### Placement density heat map

(1 px per um) 31 x 31 tiles, from dark blue (low) to red (high), 0 to 100% covered.
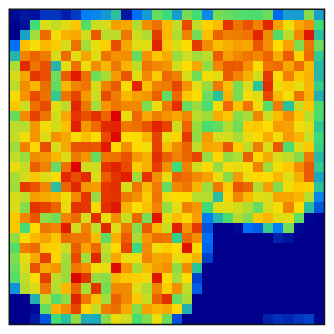
### I/O nets highlighted

(1 px per um)
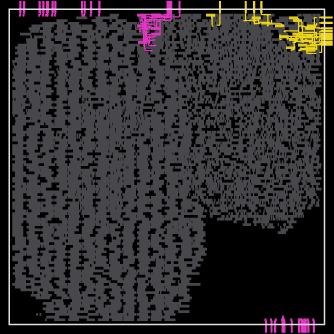
### Metal 4

(1 px per um) Supply wires on this layer in gray.
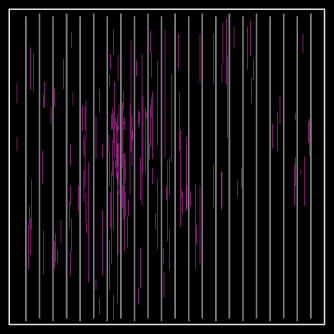
### Routed clock nets over the placement

(1 px per um)
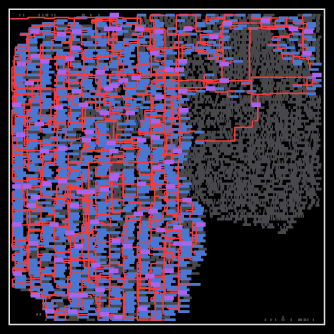
### Routing congestion

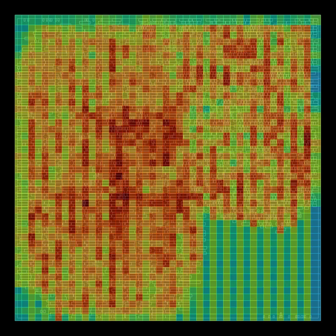
==> config.mk <==
export PLATFORM = sky130hd
export DESIGN_NAME = mf_serial_mac_flat
export DESIGN_NICKNAME = d
export VERILOG_FILES = /design/src/rtl/mf_pkg.sv /design/src/rtl/mf_serial_mac_if.sv /design/src/rtl/mf_sample_buffer.sv /design/src/rtl/mf_serial_mac.sv /design/src/flat_wrapper.sv
export SDC_FILE = /design/constraint.sdc
export NUM_CORES = 2
export LEC_CHECK = 0
export CORE_MARGIN = 2
export CORE_UTILIZATION = 57
export DETAILED_ROUTE_END_ITERATION = 10
export MAX_ROUTING_LAYER = met4
export PLACE_DENSITY = 0.77
export SETUP_SLACK_MARGIN = 0.3
export SYNTH_ARGS = -nofsm -noshare
export SYNTH_HDL_FRONTEND = slang
export SYNTH_SLANG_ARGS = --single-unit
export TNS_END_PERCENT = 100
==> constraint.sdc <==
create_clock -name clk -period 9.1 [get_ports clk]
set_clock_uncertainty 0.05 [all_clocks]
set_input_delay 2.73 -clock clk [delete_from_list [all_inputs] [get_ports clk]]
set_output_delay 2.73 -clock clk [all_outputs]
set_load 0.05 [all_outputs]
==> results.toml <==
# generated from flow reports
[outcome]
outcome = "finished with violations"
failed_checks = "setup timing"

[final_timing]
fin_crit_sh = 1.15
timing_worst_slew_pin_value_ns = 1.29
max-slew-margin-rel = 0.142
grt_setup_unrepaired = "yes"
worst_hold_slack_ns = 0.389
timing.final.ws_setup_ns = -1.41
setup_violations = 58
timing_max_transition_violations_final = 0

[clock_tree]
clock-root-buffer = "sky130_fd_sc_hd__clkbuf_16"
cts-resized-gates = 183
cts_hold_buffers = 0
clock_insertion_delay_worst_skew_ns = 0.71
clkSinkCount = 1108
tritoncts = "built"
clk_path_buf_depth = 3
postCtsSetupBuffers = 47

[placement]
dp_slack_ns = -2.35
placed_cells = 4944
gp_congestion = 0.899
hpwl_um = 83100

[finish]
final_instance_count_excl_fillers = 5223
nNonClkBuffers = 529
sequential_cell_count = 1108
clock_tree_area_fraction = 0.0549
buffer_area_frac = 0.0672
layout.cells.most_common_list = "sky130_fd_sc_hd__edfxtp_1 (960), sky130_fd_sc_hd__buf_4 (375), sky130_fd_sc_hd__mux4_2 (304), sky130_fd_sc_hd__inv_1 (297), sky130_fd_sc_hd__fa_1 (243)"
multi_input_comb_area_um2 = 21300
nNetsFinal = 4293
combAreaFraction = 0.331
syn_to_final_growth_pct = 18.0
final_layout_top_logic_cell = "sky130_fd_sc_hd__edfxtp_1"
n_multi_input_combinational_cell = 1797
filler_cell_count = 6086

[synth]
syn_inst = 3372
yosys_cells = 3372
synthFlopType = "sky130_fd_sc_hd__edfxtp_1"
synth.largest_area_cell = "sky130_fd_sc_hd__edfxtp_1"
postSynthRegisterBits = 1108
enable_flop_cells = 960
mean_area_per_synthesized_cell_um2 = 16.2
ys_top_cells_by_count = "sky130_fd_sc_hd__edfxtp_1 (960), sky130_fd_sc_hd__inv_1 (318), sky130_fd_sc_hd__mux4_2 (304), sky130_fd_sc_hd__fa_1 (263), sky130_fd_sc_hd__nand2_1 (217)"
synth_largest_type_area_fraction = 0.527
synthMostInstantiatedCell = "sky130_fd_sc_hd__edfxtp_1"
yosys.stat.chipArea_um2 = 54700
synth_area_um2 = 54700

[global_routing]
grt_first_pass_wirelength_um = 208000
overflow_after_grt = 0
grt_antenna_before_repair = 6

[floorplanning]
dieArea_um2 = 98500
die_ht_um = 314
std_cell_rows = 113
dieWidth_um = 314

[run]
log.warning_count = 41

[drt]
dr.max_layer_used = "met4"
avg_wl_per_cell_um = 26.4
met2WireLength_um = 70400
drc_errors = 0
ant_nets = 0
met3_layer_wire_length_in_the_routed_design_um = 10700
drt-initial-drc-count = 3721
met1Wirelength_um = 51100

[worst_setup_path]
path_delay_family = "adder cells"
r2r.worst_path.cells = 41
path_max_fanout = 15
worst_setup_path_end_kind = "register"
cp_data_required_time_ns = 9.66
crit_path_frequent_cell = "sky130_fd_sc_hd__fa_1"
critical_path_cell_count = 38
crit_slowest_cell = "sky130_fd_sc_hd__fa_1"
cp-start-kind = "primary input"
r2r_setup_slack_ns = -0.04
cp_num_buf_inv = 9

[min_path]
worst_hold_path.num_cells = 0

[power]
power_per_cell_area_nw_per_um2 = 238
ir_worst_vdd_v = 0.000425
power.static_leakage_nw = 24.1
p_total_mw = 15.4
About 'Placement density heat map':
fullest tile = 100%
tiles over 75% full = 48%
nearly empty tiles = 12%
emptiest ninth of the die = lower right
mean over tiles = 64%
Final Util: 0.679
starting density of the core: 0.576
area of the core region: 95000 um^2

About 'I/O nets highlighted':
magenta -> `bus_coef_addr`  # bits 32, direction output, edge 18 top, 14 bottom, end cells 32, buffers 6, wire 549 um
yellow -> `bus_out_q15`  # bits 16, direction output, edge 12 right, 4 top, end cells 16, buffers 16, wire 633 um
Ports: 126
buffers added on ports: 99

About 'Metal 4':
main direction = vertical
nets with wire on the layer = 105
routed wire length: 138000 um
via count: 31800

About 'Routed clock nets over the placement':
blue -> flip-flops  # count 1108
purple -> cells driving clock nets  # count 108
red -> clock wires  # length 12700 um
routed clock nets = 109
Clk network pwr share: 0.293
Clock Power: 4.50 mW

About 'Routing congestion':
met1 capacity usage during global routing: 0.375
Global Route Usage Sum: 0.294
GRT met3 Usage: 0.0475
global routing met2 resource utilization: 0.484

-- metrics by stage --
stage / util / cell area (um^2)
2_1_floorplan: - / 55300
3_3_place_gp: 0.627 / 59600
5_1_grt: 0.679 / 64600
4_1_cts: 0.674 / 64100
3_5_place_dp: 0.627 / 59600
6_report: 0.679 / 64600
-- power breakdown --
part	internal [mW]	switching, mW
combinational	2.67	2.67
sequential	5.53	0.00317
clock	2.51	1.98
-- kinds of logic after synthesis --
group / synth area share
flip-flops: 0.595
AND/OR/NAND/NOR: 0.0542
buffers and inverters: 0.0367
adder cells (fa/ha/maj): 0.126
multiplexers: 0.136
AND-OR/OR-AND: 0.0396
XOR/XNOR: 0.0124
other: 0.0000685
Power is estimated from default activity; no workload was simulated.
